### src/rtl/gbf_flgact_ctrl.sv
// Flag-activation global buffer controller: single-port RAM run as a FIFO,
// with a 2-entry output buffer that hides the one-cycle RAM read latency.
module gbf_flgact_ctrl #(
    parameter int unsigned DEPTH_BIT = 6,
    parameter int unsigned WIDTH     = 28
) (
    input  logic                 clk,
    input  logic                 rst_n,
    input  logic                 flush,
    input  logic                 in_valid,
    output logic                 in_ready,
    input  logic [WIDTH-1:0]     in_data,
    output logic                 out_valid,
    input  logic                 out_ready,
    output logic [WIDTH-1:0]     out_data,
    output logic [DEPTH_BIT:0]   count,
    output logic [DEPTH_BIT-1:0] ram_addr_w,
    output logic [DEPTH_BIT-1:0] ram_addr_r,
    output logic                 ram_write_en,
    output logic                 ram_read_en,
    output logic [WIDTH-1:0]     ram_data_in,
    input  logic [WIDTH-1:0]     ram_data_out
);
    localparam logic [DEPTH_BIT:0] FULL = {1'b1, {DEPTH_BIT{1'b0}}};

    logic [DEPTH_BIT-1:0] wr_ptr_q, wr_ptr_d;
    logic [DEPTH_BIT-1:0] rd_ptr_q, rd_ptr_d;
    logic [DEPTH_BIT:0]   count_q, count_d;
    logic                 rd_pend_q, rd_pend_d;
    logic                 prio_rd_q, prio_rd_d;
    logic [1:0]           ob_cnt_q, ob_cnt_d;
    logic [WIDTH-1:0]     ob0_q, ob0_d;
    logic [WIDTH-1:0]     ob1_q, ob1_d;

    logic rd_want;
    logic rd_grant;
    logic wr_grant;
    logic pop;

    always_comb begin
        rd_want  = (count_q != '0) &&
                   (({1'b0, ob_cnt_q} + {2'b00, rd_pend_q}) < 3'd2);
        in_ready = !flush && (count_q != FULL) && !(rd_want && prio_rd_q);
        rd_grant = !flush && rd_want && (prio_rd_q || !in_valid);
        wr_grant = in_valid && in_ready;
        pop      = (ob_cnt_q != 2'd0) && out_ready;
    end

    always_comb begin
        wr_ptr_d  = wr_ptr_q;
        rd_ptr_d  = rd_ptr_q;
        count_d   = count_q;
        rd_pend_d = 1'b0;
        prio_rd_d = prio_rd_q;
        ob_cnt_d  = ob_cnt_q;
        ob0_d     = ob0_q;
        ob1_d     = ob1_q;
        if (flush) begin
            wr_ptr_d  = '0;
            rd_ptr_d  = '0;
            count_d   = '0;
            ob_cnt_d  = '0;
            prio_rd_d = 1'b1;
        end else begin
            if (wr_grant) wr_ptr_d = wr_ptr_q + 1'b1;
            if (rd_grant) rd_ptr_d = rd_ptr_q + 1'b1;
            rd_pend_d = rd_grant;
            if (wr_grant && !rd_grant)      count_d = count_q + 1'b1;
            else if (rd_grant && !wr_grant) count_d = count_q - 1'b1;
            if (rd_grant)      prio_rd_d = 1'b0;
            else if (wr_grant) prio_rd_d = 1'b1;
            // Head shifts on pop; the returning word lands in the first free slot after it.
            if (pop) ob0_d = ob1_q;
            if (rd_pend_q) begin
                if ((ob_cnt_q == 2'd0) || (pop && (ob_cnt_q == 2'd1))) ob0_d = ram_data_out;
                else                                                    ob1_d = ram_data_out;
            end
            ob_cnt_d = ob_cnt_q + 2'(rd_pend_q) - 2'(pop);
        end
    end

    always_ff @(posedge clk or negedge rst_n) begin
        if (!rst_n) begin
            wr_ptr_q  <= '0;
            rd_ptr_q  <= '0;
            count_q   <= '0;
            rd_pend_q <= 1'b0;
            prio_rd_q <= 1'b1;
            ob_cnt_q  <= '0;
            ob0_q     <= '0;
            ob1_q     <= '0;
        end else begin
            wr_ptr_q  <= wr_ptr_d;
            rd_ptr_q  <= rd_ptr_d;
            count_q   <= count_d;
            rd_pend_q <= rd_pend_d;
            prio_rd_q <= prio_rd_d;
            ob_cnt_q  <= ob_cnt_d;
            ob0_q     <= ob0_d;
            ob1_q     <= ob1_d;
        end
    end

    assign out_valid    = (ob_cnt_q != 2'd0);
    assign out_data     = ob0_q;
    assign count        = count_q;
    assign ram_addr_w   = wr_ptr_q;
    assign ram_addr_r   = rd_ptr_q;
    assign ram_write_en = wr_grant;
    assign ram_read_en  = rd_grant;
    assign ram_data_in  = in_data;

endmodule

### config.mk
export PLATFORM = sky130hd
export DESIGN_NAME = gbf_flgact_ctrl
export DESIGN_NICKNAME = d
export VERILOG_FILES = /design/src/rtl/gbf_flgact_ctrl.sv
export SDC_FILE = /design/constraint.sdc
export NUM_CORES = 1
export LEC_CHECK = 0
export ABC_AREA = 1
export CORE_AREA = 2 2 98 100
export CTS_BUF_LIST = sky130_fd_sc_hd__clkbuf_16
export CTS_CLUSTER_SIZE = 16
export DETAILED_ROUTE_END_ITERATION = 12
export DIE_AREA = 0 0 100 102
export GPL_TIMING_DRIVEN = 0
export PLACE_DENSITY_LB_ADDON = 0.12
export SLEW_MARGIN = 20
export SYNTH_ARGS = -nofsm -noshare
export SYNTH_HDL_FRONTEND = slang
export SYNTH_SLANG_ARGS = --single-unit
### constraint.sdc
create_clock -name clk -period 2.6 [get_ports clk]
set_input_delay 0.26 -clock clk [delete_from_list [all_inputs] [get_ports clk]]
set_output_delay 0.26 -clock clk [all_outputs]
set_load 0.01 [all_outputs]
==> flow_summary.json, run 1 <==
{
  "status": "completed",
  "mostFrequentLayoutCell": "clkdlybuf4s50_1",
  "cp_slowest_stage_delay_ps": 530,
  "die_x_microns": 100,
  "vdd_drop_max_v": 0.000525,
  "fin_ws_ps": 185,
  "setup_viol": 0,
  "min-delay-start": "flush",
  "num_antenna_cells": 0,
  "r2r_start": "count[0]",
  "tool_warnings": 26,
  "clkTransAtPathRegs_ps": 60,
  "synth_cells": 480,
  "first_pass_iters": 4,
  "yosys_warnings": 0,
  "fin_util": 0.627,
  "place_area_sq_um": 5380,
  "cp_slowest_cell": "clkdlybuf4s50_1",
  "final_cell_mix": "109 x clkdlybuf4s50_1, 78 x inv_1, 76 x dfrtp_1",
  "cp-endpoint": "ram_write_en",
  "drt_wl_total_microns": 10100,
  "fp_util": 0.452,
  "crit_arrival_ps": 2160,
  "setup.worst_path.end_class": "output pin",
  "yosysCellCount": 480,
  "rsz0062_at_grt": "no",
  "path_max_fanout": 15,
  "drc": 0,
  "max_slew_margin": 0.667,
  "cts_tree": "built",
  "worst_slew_pin_slew_ps": 500,
  "edf_count": 0,
  "cts.sinks": 79,
  "grt_pass1_vias": 3656,
  "reg2reg_to": "count[6]",
  "syn_avg_cell_area_sq_um": 8.57,
  "viasPerCell": 5.08,
  "r2r_setup_slack_ps": 210,
  "crit_path_start": "count[0]",
  "hold_viol": 0,
  "detail-route-antenna-nets": 0,
  "numPortBuffers": 110,
  "crit_family": "buffers and inverters",
  "synthesis.nets": 551,
  "gp_congestion": 0.771,
  "comb_area_sq_um": 1490,
  "rows": 35,
  "yosysChipArea_sq_um": 4120,
  "post_cts_buffers": 0,
  "drv_cap": 0,
  "muxShareOfSynthArea": 0,
  "skew_ps": 5.40,
  "ff2ff_path_depth": 14,
  "ys_top_logic_family": "AND-OR/OR-AND gates",
  "ys_sh_simple": 0.116,
  "yosys.area_share.adder": 0.0322,
  "seq_area_sq_um": 1980,
  "leakage_nw": 2.76,
  "criticalPathCategory": "reg2out",
  "finalPower_w": 0.00636,
  "max_freq_mhz": 414,
  "preCtsSetupSlack_ps": 178,
  "cts_buffer_depth": 2,
  "antenna_found_initial": 0,
  "hold_class": "in2reg",
  "synth_area_sq_um": 4120,
  "grt.overflow.total": 0,
  "compound_area_frac": 0.191,
  "stdcell_area_sq_um": 5710,
  "synthArstFlopShare": 1.00,
  "vias": 3651,
  "die_area_sq_um": 10200,
  "cp.depth": 9,
  "nFillCells": 815,
  "track_usage": 0.206,
  "drt-initial-drc-count": 141,
  "h-tree-depth": 3,
  "synth_xor_xnor_area_share": 0.0213,
  "ys_types": 34,
  "die_y_microns": 102,
  "fp.coreArea_sq_um": 9110,
  "cp.buffers_inverters": 4,
  "ios": 140
}
[run 1: cell type report]
class / instances / share of cell area
Timing Repair Buffer: 112 / 0.199
Multi-Input combinational cell: 267 / 0.261
Clock buffer: 9 / 0.0395
Sequential cell: 79 / 0.347
Clock inverter: 6 / 0.0151
Buffer: 50 / 0.0592
Tap cell: 111 / 0.0243
Inverter: 84 / 0.0552
[run 1: synth_stat cells (all sizes together), types with 4 or more instances]
master / n / area, sq um
inv: 84 / 315
nor2: 22 / 90.1
a21oi: 8 / 40.0
o21ai: 90 / 450
nand2: 69 / 272
buf: 44 / 315
xnor2: 5 / 43.8
dfrtp: 78 / 1950
nand3: 11 / 72.6
ha: 9 / 113
o211ai: 28 / 210
xor2: 5 / 43.8
clkbuf: 6 / 22.5
nand4: 4 / 25.0
o22ai: 5 / 31.3
[run 1: what timing repair did]
item / 4_1_cts / 5_1_grt
hold endpoints to repair: 36 / 0
hold buffers: 1 / 0
gates resized: 0 / 3
endpoints found under the setup margin: 0 / 1
[run 1: power by group]
group          leakage (nW)  total (W)  switching (W)  internal (W)
combinational          1.62    0.00291        0.00151       0.00140
clock                 0.151    0.00132       0.000491      0.000834
sequential            0.985    0.00212       0.000349       0.00177
total                  2.76    0.00636        0.00235       0.00400
[run 1: metal layers]
metal / global-route usage / vias up / part of all wire
met4: 0.0590 / 0 / 0.0059
li1: - / 1786 / -
met2: 0.364 / 132 / 0.50
met5: 0 / - / 0
met3: 0.0397 / 4 / 0.061
met1: 0.260 / 1729 / 0.44
[run 1: per-stage QoR]
step                std cells  hold slack, ps
CTS                       718             257
global placement          701             463
detailed placement        702             259
global route              718             275
floorplan                 480           -35.6
finish                    718             258
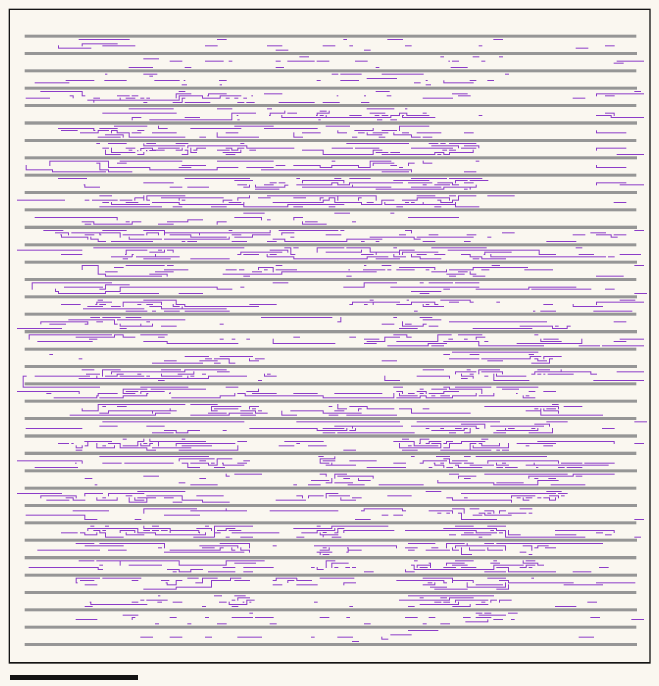
**Above:** run 1 (M1 wires).
The bar under the picture is 20 microns long. Supply wires on this layer in grey.
wire length on this layer: 4410 microns
nets with wire on the layer: 596
longest straight run: 23.5 microns

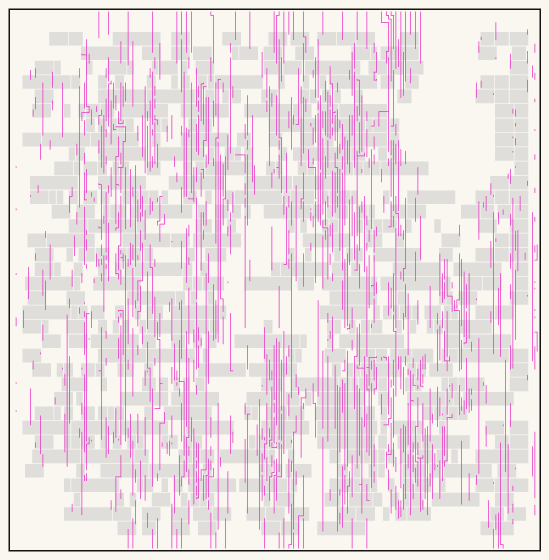
**Above:** run 1 (the metal 2 layer).
Cells faint in the background.
wire length on this layer: 4990 microns
longest straight run: 37.7 microns
share of all routed wire: 50%
main direction: vertical

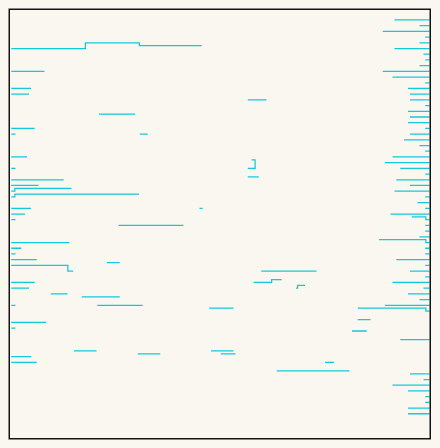
**Above:** run 1 (met3 routing).
main direction: horizontal
longest straight run: 29.4 microns

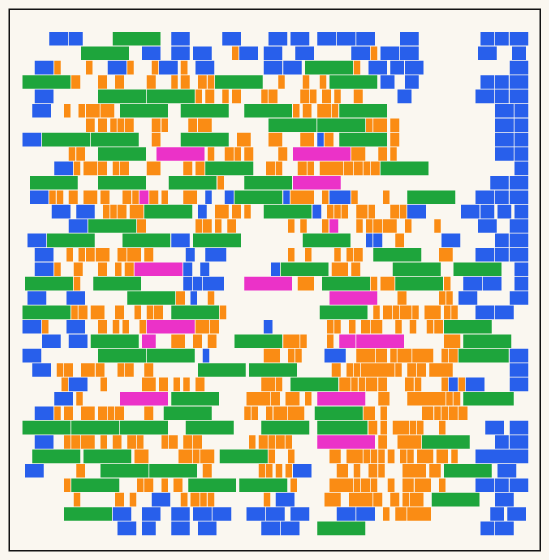
**Above:** run 1 (placed cells, one colour a class).
| class | colour | cells | share of their area |
|---|---|---|---|
| clock drivers and dummy loads | magenta | 15 | 5.6% |
| combinational and other logic | orange | 351 | 32% |
| remaining buffers and delay cells | blue | 162 | 26% |
| sequential cells | green | 79 | 36% |

==> inputs of run 2 (changes only) <==
--- a/config.mk
+++ b/config.mk
@@ -6,13 +6,15 @@
 export NUM_CORES = 1
 export LEC_CHECK = 0
 export ABC_AREA = 1
-export CORE_AREA = 2 2 98 100
+export CORE_AREA = 2 2 70 139
 export CTS_BUF_LIST = sky130_fd_sc_hd__clkbuf_16
 export CTS_CLUSTER_SIZE = 16
 export DETAILED_ROUTE_END_ITERATION = 12
-export DIE_AREA = 0 0 100 102
+export DIE_AREA = 0 0 72 141
 export GPL_TIMING_DRIVEN = 0
+export MAX_ROUTING_LAYER = met4
 export PLACE_DENSITY_LB_ADDON = 0.12
+export REMOVE_ABC_BUFFERS = 1
 export SLEW_MARGIN = 20
 export SYNTH_ARGS = -nofsm -noshare
 export SYNTH_HDL_FRONTEND = slang
==> run 2 against run 1 <==
  * Combinational power decreased by 7%
  * Utilization decreased by 6.3 points
  * Final cell count decreased by 10%
  * Clock skew increased by 3.4 ps
  * Non-clock buffer count decreased by 69
  * Area after synthesis unchanged
  * Sequential share of layout area increased by 3.5 points
  * Largest power group unchanged
==> flow_summary.json, run 2 <==
{
  "status": "completed",
  "ios": 140,
  "grt_pass1_vias": 3105,
  "yosysCellCount": 480,
  "edf_count": 0,
  "yosysChipArea_sq_um": 4120,
  "routed.top_layer": "met4",
  "cp.buffers_inverters": 3,
  "num_antenna_cells": 0,
  "cts_buffer_depth": 2,
  "path_max_fanout": 14,
  "vdd_drop_max_v": 0.000525,
  "wl_met3_microns": 839,
  "netlist.area_leader.share": 0.474,
  "drt-initial-drc-count": 228,
  "met2WireLength_microns": 3950,
  "die_area_sq_um": 10200,
  "area_leaders": "dfrtp_1 47%, o21ai_0 7.2%, inv_1 7.1%, nand2_1 6.0%, buf_4 5.1%",
  "cts_tree": "built",
  "cts.sinks": 79,
  "synth_cells": 480,
  "crit_path_start": "count[0]",
  "fin_ws_ps": 200,
  "clkTransAtPathRegs_ps": 60,
  "yosysTopAreaCell": "dfrtp_1",
  "yosys_warnings": 0,
  "vias": 3221,
  "numPortBuffers": 83,
  "ys_types": 34,
  "worst_slew_pin_slew_ps": 572,
  "skew_ps": 8.81,
  "crit_arrival_ps": 2140,
  "min-delay-start": "flush",
  "hold_class": "in2reg",
  "fp.coreArea_sq_um": 9200,
  "detail-route-antenna-nets": 0,
  "mostFrequentLayoutCell": "clkdlybuf4s50_1",
  "tool_warnings": 25,
  "h-tree-depth": 3,
  "met2_usage": 0.267,
  "r2r_start": "count[0]",
  "synthArstFlopShare": 1.00,
  "synth_area_sq_um": 4120,
  "track_usage": 0.205,
  "setup.worst_path.end_class": "output pin",
  "setup_viol": 0,
  "criticalPathCategory": "reg2out"
}
## run 2: logic make-up (layout without fill, tap and decap cells)
| logic type | count (synthesis) | in the layout | synth area share |
|---|---|---|---|
| XOR/XNOR | 10 | 10 | 0.0213 |
| buffers and inverters | 134 | 193 | 0.159 |
| AND/OR/NAND/NOR | 109 | 109 | 0.116 |
| flip-flops | 79 | 79 | 0.481 |
| AND-OR/OR-AND | 138 | 138 | 0.191 |
| adder cells (fa/ha/maj) | 10 | 10 | 0.0322 |
## run 2: worst max path at each step
| stage | to | slack (ps) | depth (start not counted) |
|---|---|---|---|
| after floorplan | count[3] | 470 | 11 |
| after global placement | count[3] | -1720 | 1 |
| after detailed placement | ram_read_en | -360 | 5 |
| after CTS | ram_read_en | 30 | 5 |
| after global routing | count[6] | -5 | 13 |
| final | ram_write_en | 200 | 8 |
## run 2: timing repair
action,CTS,global route
hold buffers,1,0
endpoints found under the setup margin,1,4
gates cloned,0,0
endpoints found under the hold margin,37,0
gates resized,4,1
buffers inserted,0,6
## run 2: layout make-up
class	instances	area [sq um]	share of cell area
Clock buffer	9	225	0.0435
Clock inverter	7	72.6	0.0140
Inverter	84	342	0.0659
Multi-Input combinational cell	267	1490	0.287
Sequential cell	79	1980	0.382
Tap cell	104	130	0.0251
Timing Repair Buffer	93	946	0.183
## run 2: power breakdown
| group | switching (W) | internal (W) | total, W |
|---|---|---|---|
| Sequential | 0.000343 | 0.00177 | 0.00211 |
| Clock | 0.000504 | 0.000744 | 0.00125 |
| Combinational | 0.00141 | 0.00132 | 0.00272 |
| Total | 0.00225 | 0.00383 | 0.00609 |
## run 2: through the flow
step,cell area (sq um),hold slack (ps),instances
CTS,5130,451,637
detailed placement,4800,273,620
global placement,4740,463,617
finish,5180,379,643
global route,5180,422,643
floorplan,3780,-35.6,430
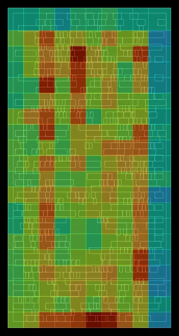
**Above:** run 2 (routing congestion).
met1 usage: 0.286
WL/cell: 14.6 microns
M3 GR Usage: 0.0915
final core occ: 0.564

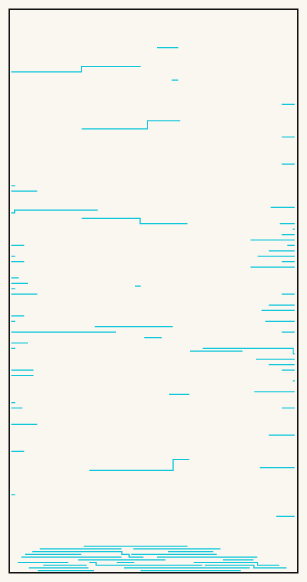
**Above:** run 2 (met3 routing).
main direction: horizontal
wire length on this layer: 840 microns
longest straight run: 31.3 microns
share of all routed wire: 8.9%
nets with wire on the layer: 76

Power is estimated from default activity; no workload was simulated.
